<file path="src/rtl/i2c_bus_arbiter.sv">
// i2c_bus_arbiter: shares one I2C engine between NREQ sensor controllers.
// Round-robin grant held for exactly one engine transaction, with a
// transaction watchdog and a release phase that keeps bus_en low between grants.
module i2c_bus_arbiter #(
  parameter int NREQ        = 2,
  parameter int TIMEOUT_CYC = 50000
) (
  input  logic                 clk_in,
  input  logic                 reset_n,
  input  logic [NREQ-1:0]      req_en,
  input  logic [NREQ-1:0]      req_wr,
  input  logic [32*NREQ-1:0]   req_wdata,
  input  logic [32*NREQ-1:0]   req_rdata,
  input  logic [5*NREQ-1:0]    req_nm,
  output logic [NREQ-1:0]      req_done,
  output logic [8*NREQ-1:0]    req_err_time,
  output logic [NREQ-1:0]      req_timeout,
  output logic [24*NREQ-1:0]   req_readdata,
  output logic [NREQ-1:0]      grant,
  output logic                 bus_en,
  output logic                 bus_wr,
  output logic [31:0]          bus_wdata,
  output logic [31:0]          bus_rdata,
  output logic [4:0]           bus_nm,
  input  logic                 bus_done,
  input  logic [7:0]           bus_err_time,
  input  logic [23:0]          bus_readdata,
  output logic [7:0]           timeout_cnt
);

  localparam int WDW = $clog2(TIMEOUT_CYC + 1);

  typedef enum logic [1:0] {
    ST_IDLE    = 2'd0,
    ST_LOAD    = 2'd1,
    ST_ACTIVE  = 2'd2,
    ST_RELEASE = 2'd3
  } state_t;

  state_t               state_q, state_d;
  logic [1:0]           last_q, last_d;
  logic [1:0]           gidx_q, gidx_d;
  logic [NREQ-1:0]      grant_q, grant_d;
  logic                 bus_en_q, bus_en_d;
  logic                 bus_wr_q, bus_wr_d;
  logic [31:0]          bus_wdata_q, bus_wdata_d;
  logic [31:0]          bus_rdata_q, bus_rdata_d;
  logic [4:0]           bus_nm_q, bus_nm_d;
  logic [WDW-1:0]       wd_q, wd_d;
  logic [NREQ-1:0]      done_q, done_d;
  logic [NREQ-1:0]      tmo_q, tmo_d;
  logic [24*NREQ-1:0]   rdata_q, rdata_d;
  logic [7:0]           tcnt_q, tcnt_d;

  logic                 pick_found_s;
  logic [1:0]           pick_idx_s;
  logic [1:0]           sel_idx_s;
  logic                 sel_en_s;
  logic                 sel_wr_s;
  logic [31:0]          sel_wdata_s;
  logic [31:0]          sel_rdata_s;
  logic [4:0]           sel_nm_s;

  // Round-robin scan: first asserted request after the last served index.
  always_comb begin
    pick_found_s = 1'b0;
    pick_idx_s   = 2'd0;
    for (int k = 1; k <= NREQ; k++) begin
      for (int i = 0; i < NREQ; i++) begin
        if (!pick_found_s && req_en[i] && (((int'(last_q) + k) % NREQ) == i)) begin
          pick_found_s = 1'b1;
          pick_idx_s   = 2'(i);
        end else begin
          pick_found_s = pick_found_s;
        end
      end
    end
  end

  // Command mux: the winning slice while idle, the held grant otherwise.
  always_comb begin
    sel_idx_s   = (state_q == ST_IDLE) ? pick_idx_s : gidx_q;
    sel_en_s    = 1'b0;
    sel_wr_s    = 1'b0;
    sel_wdata_s = 32'd0;
    sel_rdata_s = 32'd0;
    sel_nm_s    = 5'd0;
    for (int i = 0; i < NREQ; i++) begin
      if (sel_idx_s == 2'(i)) begin
        sel_en_s    = req_en[i];
        sel_wr_s    = req_wr[i];
        sel_wdata_s = req_wdata[32*i +: 32];
        sel_rdata_s = req_rdata[32*i +: 32];
        sel_nm_s    = req_nm[5*i +: 5];
      end else begin
        sel_en_s    = sel_en_s;
      end
    end
  end

  // Arbitration FSM: next state and all registered outputs.
  always_comb begin
    state_d     = state_q;
    last_d      = last_q;
    gidx_d      = gidx_q;
    grant_d     = grant_q;
    bus_en_d    = 1'b0;
    bus_wr_d    = bus_wr_q;
    bus_wdata_d = bus_wdata_q;
    bus_rdata_d = bus_rdata_q;
    bus_nm_d    = bus_nm_q;
    wd_d        = wd_q;
    done_d      = done_q;
    tmo_d       = tmo_q;
    rdata_d     = rdata_q;
    tcnt_d      = tcnt_q;
    case (state_q)
      ST_IDLE: begin
        if (pick_found_s) begin
          // Fields are loaded with the grant so they settle before en rises.
          gidx_d      = pick_idx_s;
          bus_wr_d    = sel_wr_s;
          bus_wdata_d = sel_wdata_s;
          bus_rdata_d = sel_rdata_s;
          bus_nm_d    = sel_nm_s;
          for (int i = 0; i < NREQ; i++) begin
            grant_d[i] = (pick_idx_s == 2'(i));
          end
          state_d = ST_LOAD;
        end else begin
          state_d = ST_IDLE;
        end
      end
      ST_LOAD: begin
        bus_wr_d    = sel_wr_s;
        bus_wdata_d = sel_wdata_s;
        bus_rdata_d = sel_rdata_s;
        bus_nm_d    = sel_nm_s;
        wd_d        = '0;
        bus_en_d    = 1'b1;
        state_d     = ST_ACTIVE;
      end
      ST_ACTIVE: begin
        // Track wr/rdata changes inside a combined write-then-read step.
        bus_wr_d    = sel_wr_s;
        bus_wdata_d = sel_wdata_s;
        bus_rdata_d = sel_rdata_s;
        bus_nm_d    = sel_nm_s;
        wd_d        = wd_q + WDW'(1);
        if (!sel_en_s) begin
          bus_en_d = 1'b0;
          state_d  = ST_RELEASE;
        end else if (bus_done) begin
          // Done outranks a watchdog expiry in the same cycle.
          bus_en_d = 1'b0;
          for (int i = 0; i < NREQ; i++) begin
            if (gidx_q == 2'(i)) begin
              done_d[i]            = 1'b1;
              rdata_d[24*i +: 24]  = bus_readdata;
            end else begin
              done_d[i]            = done_q[i];
            end
          end
          state_d = ST_RELEASE;
        end else if (wd_q == WDW'(TIMEOUT_CYC - 1)) begin
          bus_en_d = 1'b0;
          for (int i = 0; i < NREQ; i++) begin
            if (gidx_q == 2'(i)) begin
              tmo_d[i] = 1'b1;
            end else begin
              tmo_d[i] = tmo_q[i];
            end
          end
          if (tcnt_q != 8'hFF) begin
            tcnt_d = tcnt_q + 8'd1;
          end else begin
            tcnt_d = tcnt_q;
          end
          state_d = ST_RELEASE;
        end else begin
          bus_en_d = 1'b1;
          state_d  = ST_ACTIVE;
        end
      end
      ST_RELEASE: begin
        // Hold the grant until the requester drops en, then rotate.
        if (!sel_en_s) begin
          done_d  = done_q & ~grant_q;
          tmo_d   = tmo_q & ~grant_q;
          last_d  = gidx_q;
          grant_d = '0;
          state_d = ST_IDLE;
        end else begin
          state_d = ST_RELEASE;
        end
      end
      default: begin
        grant_d = '0;
        state_d = ST_IDLE;
      end
    endcase
  end

  // State and output registers, asynchronously cleared.
  always_ff @(posedge clk_in or negedge reset_n) begin
    if (!reset_n) begin
      state_q     <= ST_IDLE;
      last_q      <= 2'(NREQ - 1);
      gidx_q      <= 2'd0;
      grant_q     <= '0;
      bus_en_q    <= 1'b0;
      bus_wr_q    <= 1'b0;
      bus_wdata_q <= 32'd0;
      bus_rdata_q <= 32'd0;
      bus_nm_q    <= 5'd0;
      wd_q        <= '0;
      done_q      <= '0;
      tmo_q       <= '0;
      rdata_q     <= '0;
      tcnt_q      <= 8'd0;
    end else begin
      state_q     <= state_d;
      last_q      <= last_d;
      gidx_q      <= gidx_d;
      grant_q     <= grant_d;
      bus_en_q    <= bus_en_d;
      bus_wr_q    <= bus_wr_d;
      bus_wdata_q <= bus_wdata_d;
      bus_rdata_q <= bus_rdata_d;
      bus_nm_q    <= bus_nm_d;
      wd_q        <= wd_d;
      done_q      <= done_d;
      tmo_q       <= tmo_d;
      rdata_q     <= rdata_d;
      tcnt_q      <= tcnt_d;
    end
  end

  // Error counter reaches only the requester currently holding the grant.
  always_comb begin
    req_err_time = '0;
    for (int i = 0; i < NREQ; i++) begin
      if ((state_q != ST_IDLE) && (gidx_q == 2'(i))) begin
        req_err_time[8*i +: 8] = bus_err_time;
      end else begin
        req_err_time[8*i +: 8] = 8'd0;
      end
    end
  end

  assign req_done     = done_q;
  assign req_timeout  = tmo_q;
  assign req_readdata = rdata_q;
  assign grant        = grant_q;
  assign bus_en       = bus_en_q;
  assign bus_wr       = bus_wr_q;
  assign bus_wdata    = bus_wdata_q;
  assign bus_rdata    = bus_rdata_q;
  assign bus_nm       = bus_nm_q;
  assign timeout_cnt  = tcnt_q;

endmodule

</file>
<file path="config.mk">
export PLATFORM = sky130hd
export DESIGN_NAME = i2c_bus_arbiter
export DESIGN_NICKNAME = d
export VERILOG_FILES = /design/src/rtl/i2c_bus_arbiter.sv
export SDC_FILE = /design/constraint.sdc
export NUM_CORES = 1
export LEC_CHECK = 0
export ABC_AREA = 1
export CORE_MARGIN = 1.5
export CORE_UTILIZATION = 30
export DETAILED_ROUTE_END_ITERATION = 10
export SYNTH_ARGS = -nofsm -noshare
export SYNTH_HDL_FRONTEND = slang
export SYNTH_SLANG_ARGS = --single-unit
export TNS_END_PERCENT = 20
</file>
<file path="constraint.sdc">
create_clock -name clk_in -period 1.92 [get_ports clk_in]
set_input_delay 0.48 -clock clk_in [delete_from_list [all_inputs] [get_ports clk_in]]
set_output_delay 0.48 -clock clk_in [all_outputs]
set_load 0.005 [all_outputs]
</file>
### Clock network drawn from the DEF

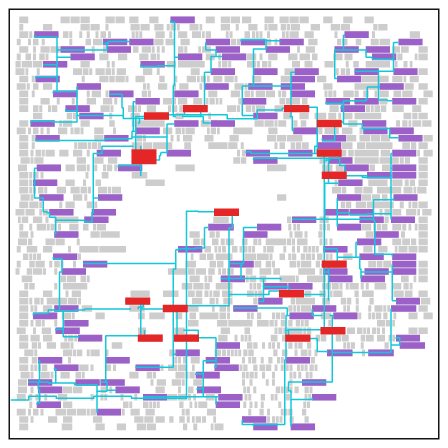
Red is clock-net drivers, count 17. Cyan is clock wires, length 2240 um. Purple is flip-flops, count 153.
There are 18 routed clock nets.
clock network fraction of design power: 16.5%
clock distribution power: 0.00353 W
largest clock skew in the final design: 0.02028 ns
insertion delay of the later-clocked pin in the worst-skew pair: 0.44 ns

### Placed standard cells

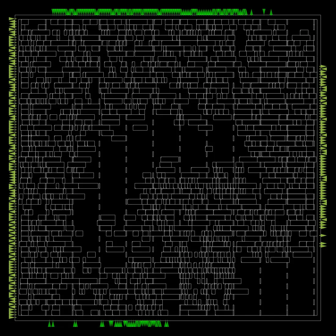
filler instances: 2227
share of the final layout cell area in sequential cells: 30.29%
registers: 153
tap cell count: 319
area of the core: 0.02340 mm2

### Selected gate families

The bar under the picture is 50 um long.
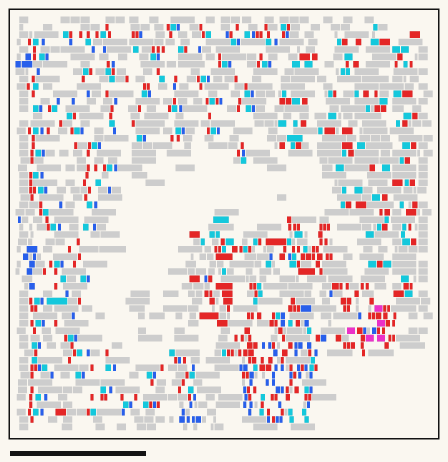
Red is nand cells, cells 328, most used nand2_1, where all over the die. Cyan is aoi and oai cells, cells 150, most used a31oi_1, where all over the die. Blue is nor cells, cells 133, most used nor2_1, where all over the die. Magenta is xor and xnor cells, cells 5, most used xor2_1, where lower right.
most common library cell in the layout ignoring fill and taps: clkdlybuf4s50_1
non-filler instance count after layout: 1605

### Zoomed window

The bar under the picture is 10 um long. Window x 66 to 91, y 35 to 60 um. Cells in gray, sequential cells in the stronger gray; small squares are vias.
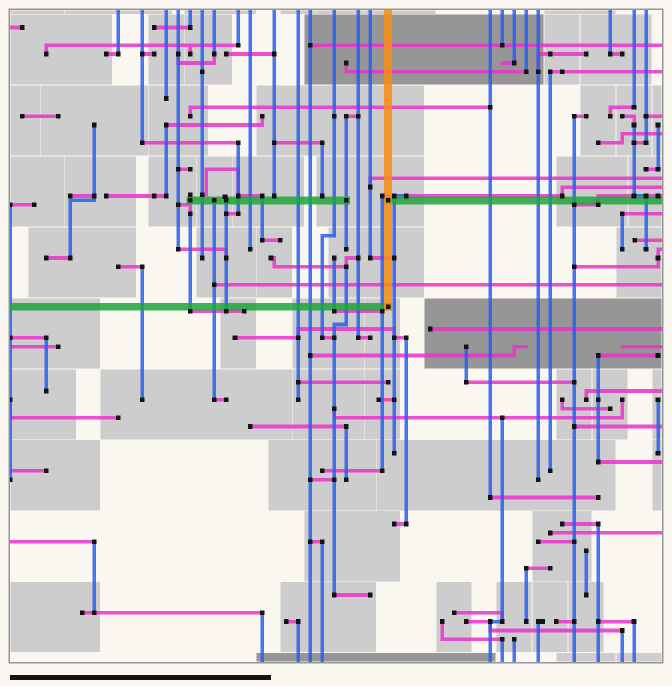
Blue is M2. Magenta is M1. Green is M3. Orange is M4.
45 logic cells have their middle in the window. Most frequent: nand2_1 (10), buf_4 (8). Sequential cells in the window: 2. Netlist names of flops here include `state_q` (1), `wd_q` (1).

### Routed metal per tile

The die is cut into 31 by 31 equal tiles; black is low, pale yellow is high, scaled to the fullest tile. Values are wire area over tile area, all layers added.
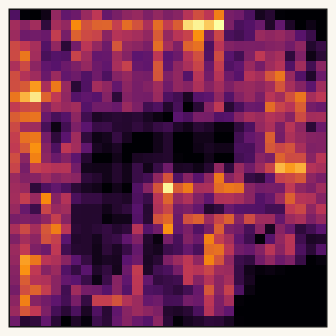
The mean over all tiles is 0.17. The emptiest ninth of the die: lower right. 16% of the tiles are over half the peak. 8.9% of the tiles are nearly empty. The fullest tile reaches 0.55.
final routed wire length divided by cell count: 16.14 um
global routing usage summed across all routing layers: 19.92%

==> notes.md <==
Notes on the physical design

The flow ran to the end, but the final reports show violations. The checks that failed: negative setup slack. The startpoint of the worst register-to-register path is state_q[1]. The fraction of registers with async set or reset after synthesis is 100.0%.

The first global-routing pass estimated about 38000 um of wire. The internal power is 0.01298 W. The minimum setup slack in the final design is -0.1699 ns. Combinational cells consume a total of 0.0122 W. For this run, the final setup violation count is recorded as 140. The part of the power in registers is 26.4%.

The cell accounting for the most synthesized area is dfrtp_1. The sequential cell area in the final layout is between 0.003 and 0.004 mm2. Final hold analysis gives a worst-case slack of 0.4864 ns. The post-detailed-placement cell area is 0.01112 mm2. The share of the Yosys chip area taken by registers is roughly 54%. In this run the remaining antenna-violating nets after routing total 0.

The largest part of the power goes to combinational cells. Leaving out the clock tree, the finished layout contains a buffer count of 405. The worst min-delay path category is flop to flop. Looking at the critical path, the highest net fanout was 7. The layout report gives the multi-input gate share of total cell area as 25.71%. The total cells reported by yosys after synthesis is 892.

In this run the most critical hold path is launched from req_readdata[34]. The busiest layer in global routing is met2. Of the available clock period, the critical path in the final layout requires 108.8%.

The capture point of the critical path is req_readdata[12]. The final layout report lists a clock buffer count of 17. The setup check on the worst reg-to-reg path leaves a slack of -0.17 ns. For reference, the top cells by area after synthesis are dfrtp_1, nand2_1, nor2_1.

The biggest slice of the area belongs to buffers. The number of cells upsized or downsized after cts is around 120. Looking at the post-CTS report, the setup buffer insertion count equals 6. The simple-gate area share of the yosys netlist is ~26%.

The floorplan die width is between 150 and 200 um. Of all the cell area in the finished design, non-clock buffers hold 33.64%. In this run, the synthesized area fraction spent on AND-OR/OR-AND gates is recorded as a little under an eighth. In this run, synthesis inferred 0 flip-flops with an integrated enable. Looking at the max-slew report, the worst-margin pin has a slew of 0.3810 ns. The combinational share of power is 57.0%.

Yosys reports a chip area of between 0.007 and 0.008 mm2. For this run, the post-layout net count is 1455. The timing-limited maximum frequency is 478.5 MHz. Hold analysis lists the worst path endpoint as req_readdata[34]. For this design the ratio of total power to cell area is between 1500 and 2000 mW/mm2.

The H-tree was split into 4 levels. Data on the critical path arrives at its endpoint at 2.40 ns. The netlist uses 29 different library cells.

Detailed routing placed a total of between 10000 and 15000 um of wire on met2. Recorded from the global router log, the overflow total was 0. The number of core rows is roughly 56. The via total after detailed routing is 7437. On met2, the global router reports a usage of between 30% and 40%. In this run, power in flip-flops and latches comes to 0.00564 W. Traced cell by cell, the critical path runs through inv_2, ha_4, inv_4, buf_6, nand2_4, buf_6, buf_6, buf_6, nand2_8, nand2_4, nand2_4, buf_6, nand3_4, clkbuf_16, nand2_4, o21ai_2. In the final layout, clock buffers and inverters account for 4.941% of the cell area.

The synthesized area is 0.007143 mm2. In this run the deepest clock path goes through 2 buffers. For met1 alone, demand over resource in global routing was roughly a quarter. Net switching is 39.17% of the power. The number of max-capacitance violations reported is 0. For reference, full adder, half adder and majority cells occupy 1.051% of the area reported after synthesis. The total buffers and inverters traversed by the critical path is 8.
Power is estimated from default activity; no workload was simulated.
